### src/rtl/mult_div_control.sv
// Multi-cycle MULT/MULTU/DIV/DIVU sequencer with HI/LO ownership, sitting in EX beside the ALU.
// Optional MULT_DIV_EARLY_OUT_EN lets a multiply leave RUN once the remaining multiplier bits are zero.
module mult_div_control #(
  parameter int NB_DATA        = 32,
  parameter int NB_INSTRUCCION = 6,
  parameter int NB_CONT        = 6
) (
  input  logic                      i_clock,
  input  logic                      i_reset,
  input  logic                      i_valid,
  input  logic [NB_INSTRUCCION-1:0] i_inst_funcion,
  input  logic [NB_DATA-1:0]        i_dato_a,
  input  logic [NB_DATA-1:0]        i_dato_b,
  input  logic                      i_flush,
  output logic                      o_stall,
  output logic                      o_busy,
  output logic                      o_done,
  output logic                      o_div_by_zero,
  output logic [NB_DATA-1:0]        o_hi,
  output logic [NB_DATA-1:0]        o_lo,
  output logic [NB_DATA-1:0]        o_mf_dato
);
  localparam logic [NB_INSTRUCCION-1:0] F_MFHI  = NB_INSTRUCCION'(6'b010000);
  localparam logic [NB_INSTRUCCION-1:0] F_MTHI  = NB_INSTRUCCION'(6'b010001);
  localparam logic [NB_INSTRUCCION-1:0] F_MFLO  = NB_INSTRUCCION'(6'b010010);
  localparam logic [NB_INSTRUCCION-1:0] F_MTLO  = NB_INSTRUCCION'(6'b010011);
  localparam logic [NB_INSTRUCCION-1:0] F_MULT  = NB_INSTRUCCION'(6'b011000);
  localparam logic [NB_INSTRUCCION-1:0] F_MULTU = NB_INSTRUCCION'(6'b011001);
  localparam logic [NB_INSTRUCCION-1:0] F_DIV   = NB_INSTRUCCION'(6'b011010);
  localparam logic [NB_INSTRUCCION-1:0] F_DIVU  = NB_INSTRUCCION'(6'b011011);

  typedef enum logic [1:0] {S_IDLE = 2'd0, S_RUN = 2'd1, S_FIX = 2'd2} state_t;

  state_t                 state_q, state_d;
  logic [NB_CONT-1:0]     cnt_q, cnt_d;
  logic [2*NB_DATA-1:0]   prod_q, prod_d, mcand_q, mcand_d;
  logic [NB_DATA-1:0]     mplier_q, mplier_d, hi_q, hi_d, lo_q, lo_d;
  logic                   is_div_q, is_div_d, neg_p_q, neg_p_d, neg_r_q, neg_r_d;
  logic                   dz_q, dz_d, done_q, done_d, dz_pulse_q, dz_pulse_d;

  logic                   md_op, mf_op, mt_op, op_div, op_signed, accept, q_bit;
  logic [NB_DATA-1:0]     a_abs, b_abs;
  logic [NB_DATA:0]       rem_sh;
  logic [2*NB_DATA-1:0]   prod_fix;

  assign md_op     = (i_inst_funcion == F_MULT) | (i_inst_funcion == F_MULTU) |
                     (i_inst_funcion == F_DIV)  | (i_inst_funcion == F_DIVU);
  assign mf_op     = (i_inst_funcion == F_MFHI) | (i_inst_funcion == F_MFLO);
  assign mt_op     = (i_inst_funcion == F_MTHI) | (i_inst_funcion == F_MTLO);
  assign op_div    = (i_inst_funcion == F_DIV)  | (i_inst_funcion == F_DIVU);
  assign op_signed = (i_inst_funcion == F_MULT) | (i_inst_funcion == F_DIV);
  assign accept    = i_valid & md_op & (state_q == S_IDLE) & ~i_flush;
  assign a_abs     = (op_signed & i_dato_a[NB_DATA-1]) ? -i_dato_a : i_dato_a;
  assign b_abs     = (op_signed & i_dato_b[NB_DATA-1]) ? -i_dato_b : i_dato_b;

  always_comb begin
    state_d    = state_q;
    cnt_d      = cnt_q;
    prod_d     = prod_q;
    mcand_d    = mcand_q;
    mplier_d   = mplier_q;
    hi_d       = hi_q;
    lo_d       = lo_q;
    is_div_d   = is_div_q;
    neg_p_d    = neg_p_q;
    neg_r_d    = neg_r_q;
    dz_d       = dz_q;
    done_d     = 1'b0;
    dz_pulse_d = 1'b0;
    // Divide: mplier_q holds dividend bits shifting out the top and quotient bits shifting in.
    rem_sh     = {prod_q[NB_DATA-1:0], mplier_q[NB_DATA-1]};
    q_bit      = (rem_sh >= {1'b0, mcand_q[NB_DATA-1:0]});
    prod_fix   = neg_p_q ? -prod_q : prod_q;
    case (state_q)
      S_IDLE: begin
        if (accept) begin
          state_d  = S_RUN;
          cnt_d    = NB_CONT'(NB_DATA);
          prod_d   = '0;
          is_div_d = op_div;
          neg_p_d  = op_signed & (i_dato_a[NB_DATA-1] ^ i_dato_b[NB_DATA-1]);
          neg_r_d  = op_signed & i_dato_a[NB_DATA-1];
          dz_d     = 1'b0;
          if (op_div) begin
            mcand_d  = {{NB_DATA{1'b0}}, b_abs};
            mplier_d = a_abs;
            if (i_dato_b == '0) begin
              // Divide by zero preloads the final LO/HI pattern so FIX only copies it out.
              state_d  = S_FIX;
              dz_d     = 1'b1;
              neg_p_d  = 1'b0;
              neg_r_d  = 1'b0;
              mplier_d = '1;
              prod_d   = {{NB_DATA{1'b0}}, i_dato_a};
            end
          end else begin
            mcand_d  = {{NB_DATA{1'b0}}, a_abs};
            mplier_d = b_abs;
          end
        end else if (i_valid & ~i_flush & mt_op) begin
          if (i_inst_funcion == F_MTHI) hi_d = i_dato_a;
          else                          lo_d = i_dato_a;
        end
      end
      S_RUN: begin
        cnt_d = cnt_q - NB_CONT'(1);
        if (is_div_q) begin
          prod_d   = {{NB_DATA{1'b0}},
                      NB_DATA'(q_bit ? rem_sh - {1'b0, mcand_q[NB_DATA-1:0]} : rem_sh)};
          mplier_d = {mplier_q[NB_DATA-2:0], q_bit};
        end else begin
          // Product accumulates in place, so an early exit needs no realignment in FIX.
          if (mplier_q[0]) prod_d = prod_q + mcand_q;
          mcand_d  = mcand_q << 1;
          mplier_d = mplier_q >> 1;
        end
`ifdef MULT_DIV_EARLY_OUT_EN
        if ((cnt_q == NB_CONT'(1)) || (!is_div_q && (mplier_d == '0))) state_d = S_FIX;
`else
        if (cnt_q == NB_CONT'(1)) state_d = S_FIX;
`endif
      end
      S_FIX: begin
        state_d    = S_IDLE;
        done_d     = 1'b1;
        dz_pulse_d = dz_q;
        if (is_div_q) begin
          lo_d = neg_p_q ? -mplier_q : mplier_q;
          hi_d = neg_r_q ? -prod_q[NB_DATA-1:0] : prod_q[NB_DATA-1:0];
        end else begin
          {hi_d, lo_d} = prod_fix;
        end
      end
      default: state_d = S_IDLE;
    endcase
    if (i_flush) begin
      state_d    = S_IDLE;
      hi_d       = hi_q;
      lo_d       = lo_q;
      done_d     = 1'b0;
      dz_pulse_d = 1'b0;
    end
  end

  always_ff @(posedge i_clock or negedge i_reset) begin
    if (!i_reset) begin
      state_q    <= S_IDLE;
      cnt_q      <= '0;
      prod_q     <= '0;
      mcand_q    <= '0;
      mplier_q   <= '0;
      hi_q       <= '0;
      lo_q       <= '0;
      is_div_q   <= 1'b0;
      neg_p_q    <= 1'b0;
      neg_r_q    <= 1'b0;
      dz_q       <= 1'b0;
      done_q     <= 1'b0;
      dz_pulse_q <= 1'b0;
    end else begin
      state_q    <= state_d;
      cnt_q      <= cnt_d;
      prod_q     <= prod_d;
      mcand_q    <= mcand_d;
      mplier_q   <= mplier_d;
      hi_q       <= hi_d;
      lo_q       <= lo_d;
      is_div_q   <= is_div_d;
      neg_p_q    <= neg_p_d;
      neg_r_q    <= neg_r_d;
      dz_q       <= dz_d;
      done_q     <= done_d;
      dz_pulse_q <= dz_pulse_d;
    end
  end

  assign o_busy        = (state_q != S_IDLE);
  assign o_stall       = i_valid & (md_op | mf_op | mt_op) & o_busy & ~i_flush;
  assign o_done        = done_q;
  assign o_div_by_zero = dz_pulse_q;
  assign o_hi          = hi_q;
  assign o_lo          = lo_q;
  assign o_mf_dato     = (i_inst_funcion == F_MFHI) ? hi_q : lo_q;
endmodule

### config.mk
export PLATFORM = sky130hd
export DESIGN_NAME = mult_div_control
export DESIGN_NICKNAME = d
export VERILOG_FILES = /design/src/rtl/mult_div_control.sv
export SDC_FILE = /design/constraint.sdc
export NUM_CORES = 1
export LEC_CHECK = 0
export CAP_MARGIN = 10
export CORE_UTILIZATION = 32
export CTS_CLUSTER_DIAMETER = 30
export DETAILED_ROUTE_END_ITERATION = 10
export PLACE_DENSITY_LB_ADDON = 0.15
export SYNTH_ARGS = -nofsm -noshare
export SYNTH_HDL_FRONTEND = slang
export SYNTH_SLANG_ARGS = --single-unit
### constraint.sdc
create_clock -name i_clock -period 4.7 [get_ports i_clock]
set_input_delay 1.175 -clock i_clock [delete_from_list [all_inputs] [get_ports i_clock]]
set_output_delay 1.175 -clock i_clock [all_outputs]
set_load 0.02 [all_outputs]
Figure 1. The metal 3 layer.
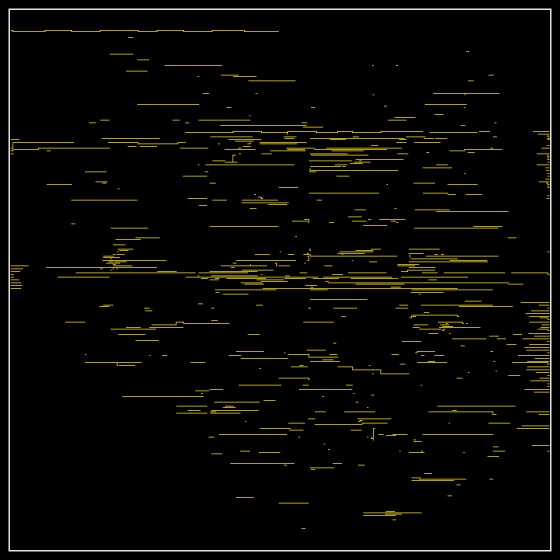
The layer carries 5090 um of wire. 317 nets have wire on it.

Figure 2. Gate families picked out.
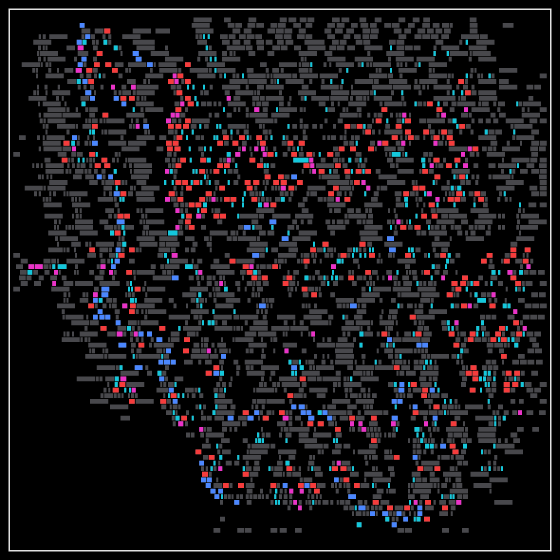
Key: magenta = AND and OR gates [cells 93]; cyan = NOR gates [cells 349, where spread over the die]; blue = AND-OR and OR-AND gates [cells 99]; red = XOR/XNOR gates [cells 271]
multi-input gate share of the layout cell area: 53.4%
most common cell after layout, fill and taps aside: sky130_fd_sc_hd__nand2_1

Figure 3. Routing congestion map.
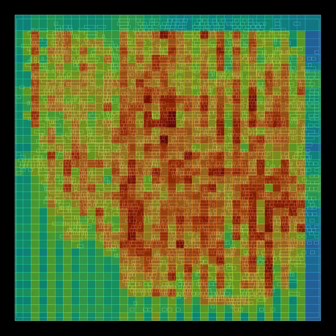
routing layer with the top usage in global route: met2
met2 capacity usage during global routing: 42.6%
GR Util met1: 32.3%
Core Util, Final: 41.1%
routing usage on met3: 3.76%

Figure 4. Met2 routing.
The bar under the picture is 100 um long.
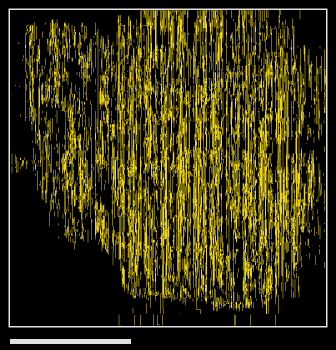
The wires run mostly vertical. The layer carries 41.7 mm of wire. The layer holds 47% of the routed length. The longest straight run is 103 um. 2555 nets have wire on it.
WL final: 88000 um
via count: 22.0k

Figure 5. Register map, names as in the netlist.
The bar under the picture is 100 um long.
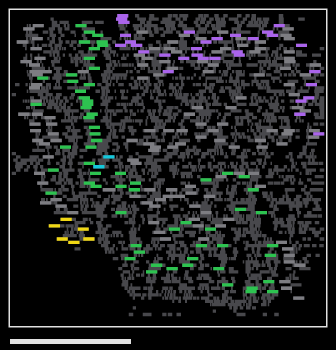
Key: purple = `o_hi` [placed flops 32]; yellow = `cnt_q` [placed flops 6]; cyan = `state_q` [placed flops 2]; green = `prod_q` [placed flops 64]

==> flow_summary.yaml <==
# generated from flow reports
worst_setup_path:
  setup.worst_path.end_class: "primary output"
  r2r_end: "prod_q[20]"
  crit_arrival_ns: 3.46
  worstPathMaxFanout: 16
  required_time_reported_for_the_critical_path_endpoint_ns: 3.52
  r2r_worst_path_depth: 16
  timing.setup.critical_path_class: "in2out"
  critical_path.endpoint: "o_mf_dato[21]"
  nature_of_the_critical_path_startpoint: "input port"
  regToRegSetupSlack_ns: 0.49
  worst_setup_path_startpoint: "i_inst_funcion[4]"
  r2r_start: "mcand_q[1]"
power_and_ir_drop:
  worst_ir_drop_vdd_mv: 0.239
  leakagePower_nw: 11.2
  power.net_switching_mw: 6.09
  switching_share_pct: 41.0
  power.combinational.fraction_pct: 43.3
  internal_power_mw: 8.78
  power.sequential.total_mw: 3.51
  top_power_group: "combinational cells"
  share_clk_of_total_power_pct: 33.1
  pwr.group.clock_mw: 4.92
  overall_power_of_the_completed_layout_mw: 14.9
  power.share.sequential_pct: 23.6
  comb_cell_power_mw: 6.44
  powerDensity_mw_per_mm2: 546
drt:
  post_drt_wl_per_cell_um: 22.6
  top_signal_layer_used: "met5"
  route.detailed.vias_per_inst: 5.67
  met2_wl_um: 41700
  final_antenna_net_count: 0
  firstDrtPassIters: 7
  drt_first_iter_violations: 2026
  wl_met1_um: 37100
  drcViolationCount: 0
  wl_met3_um: 5090
synthesis:
  yosys.stat.seqShare_pct: 27.6
  yosys.area.top_type: "sky130_fd_sc_hd__dfrtp_1"
  async_flop_share_pct: 100
  yosys_most_used_dff: "sky130_fd_sc_hd__dfrtp_1"
  synth.cells.most_frequent: "sky130_fd_sc_hd__nand2_1, sky130_fd_sc_hd__a21oi_1, sky130_fd_sc_hd__nor2_1, sky130_fd_sc_hd__dfrtp_1, sky130_fd_sc_hd__o21ai_0"
  netlist.area_leader.share_pct: 27.6
  avgSynthCellArea_um2: 7.72
  ys_cells: 2798
  yosys-stat-area_mm2: 0.0216
  synth.net_count: 2975
  most_common_cell: "sky130_fd_sc_hd__nand2_1"
  synthDistinctLibCells: 92
  synth_warnings: 0
  synth-edff-count: 0
  biggest_area_contributors_in_the_synthesized_netlist: "sky130_fd_sc_hd__dfrtp_1, sky130_fd_sc_hd__a21oi_1, sky130_fd_sc_hd__nand2_1"
  synth_cells: 2798
  synth_flop_count: 238
  synth_area_mm2: 0.0216
placement:
  dp_worst_setup_slack_ns: -0.273
  place.detailed.instances: 3753
  dpl_cell_area_mm2: 0.0246
  detailed_place_hpwl_um: 66900
  io_buffers: 173
  gp_routability_congestion: 0.923
cells_and_area:
  clockBufferCount: 96
  final-clk-cell-share_pct: 9.21
  area_delta_synth_final_pct: 26.0
  buffer_area_share_pct: 10.5
  layout.comb_gates.multi_input: 2280
  cell_kind_with_the_greatest_summed_area: "multi-input combinational cells"
  final_cell_mix: "sky130_fd_sc_hd__nand2_1, sky130_fd_sc_hd__a21oi_1, sky130_fd_sc_hd__nor2_1, sky130_fd_sc_hd__dfrtp_1, sky130_fd_sc_hd__o21ai_0"
  finalNonFillerCells: 3887
  num-fill-cells: 6742
  area.sequential_mm2: 0.00596
  fin_nets: 3141
  antenna_cells_inserted: 0
  multiInputGateArea_mm2: 0.0145
  num-nonclk-inverters: 69
  num-nonclk-buffers: 304
  register_share_of_the_cell_area_pct: 21.9
  post_route_cells_drive_above_1_share_pct: 12.6
  finalInstanceArea_mm2: 0.0272
  sequential_cell_total: 238
global_route:
  grt_overflow: 0
  maximum_number_of_pins_on_one_net_before_global_route_repair: 104
  first_global_vias: 21300
  globalRouteTotalUtil_pct: 25.5
  number_of_antenna_violations_at_the_first_check_in_global_routing: 2
  grt_first_pass_wirelength_um: 133000
sta:
  slew-limit-headroom_pct: 28.0
  setup_total_negative_slack_ns: 0
  timing.clock.skew_ns: 0.0327
  layout_worst_path_cycle_share_pct: 98.6
  post-route-min-period_ns: 4.63
  worst_hold_slack_across_all_endpoints_ns: 0.468
  fmax_achieved_mhz: 216
  timing_max_transition_violations_final: 0
  finalWorstSetupSlack_ns: 0.0673
  rsz0062_at_grt: "false"
  finalSetupViolCount: 0
  number_of_hold_violations_in_the_final_report: 0
  worst-slew-pin-transition_ns: 1.07
clock_tree:
  clock_tree.htree_level_count: 3
  cts-root-to-sink-buffers: 3
  cts_tree: "done"
  postCtsHoldBufs: 0
  postCtsSetupBuffers: 0
  clk_pin_slew_ns: 0.04
  cts.repair.resized: 100
  cts.sinks: 238
  clkLatencyLatePin_ns: 0.61
  tritoncts.num_buffers: 71
  clock-root-buffer: "sky130_fd_sc_hd__clkbuf_16"
floorplanning:
  initCoreUtil_pct: 32.6
  tap_count: 864
  vertical_die_dimension_um: 262
  chip_area_mm2: 0.0685
  io_pins: 174
  rows: 94
  fp.dieW_um: 262
  placeableCoreArea_mm2: 0.0662
worst_hold_path:
  launch_point_of_the_worst_hold_path: "cnt_q[5]"
  hold-path-endpoint: "cnt_q[5]"
  type_of_the_worst_min_delay_path: "reg2reg"
  whs_path_depth: 1
run_status:
  outcome: "finished, final reports clean"
job:
  tool_warnings: 31
  cap_violations: 0
[logic make-up after synthesis]
logic type	synth area share (%)
and+or+nand+nor	18.7
muxes	4.25
DFF	27.6
buffers and inverters	5.49
adders and majority gates	6.04
AOI/OAI and AO/OA	26.9
xor gates and xnor gates	11.0
[flip-flops by register name, summed over array words and instances (netlist names), 2 cells and up]
signal    cells
o_lo         32
prod_q       64
o_hi         32
cnt_q         6
mcand_q      64
state_q       2
mplier_q     32
[worst max-delay path, cell delays in order]
cell	delay [ns]
sky130_fd_sc_hd__clkdlybuf4s50_1	0.47
sky130_fd_sc_hd__or3b_2	0.46
sky130_fd_sc_hd__or4_4	0.57
sky130_fd_sc_hd__buf_16	0.22
sky130_fd_sc_hd__mux2_2	0.28
sky130_fd_sc_hd__clkdlybuf4s15_2	0.26
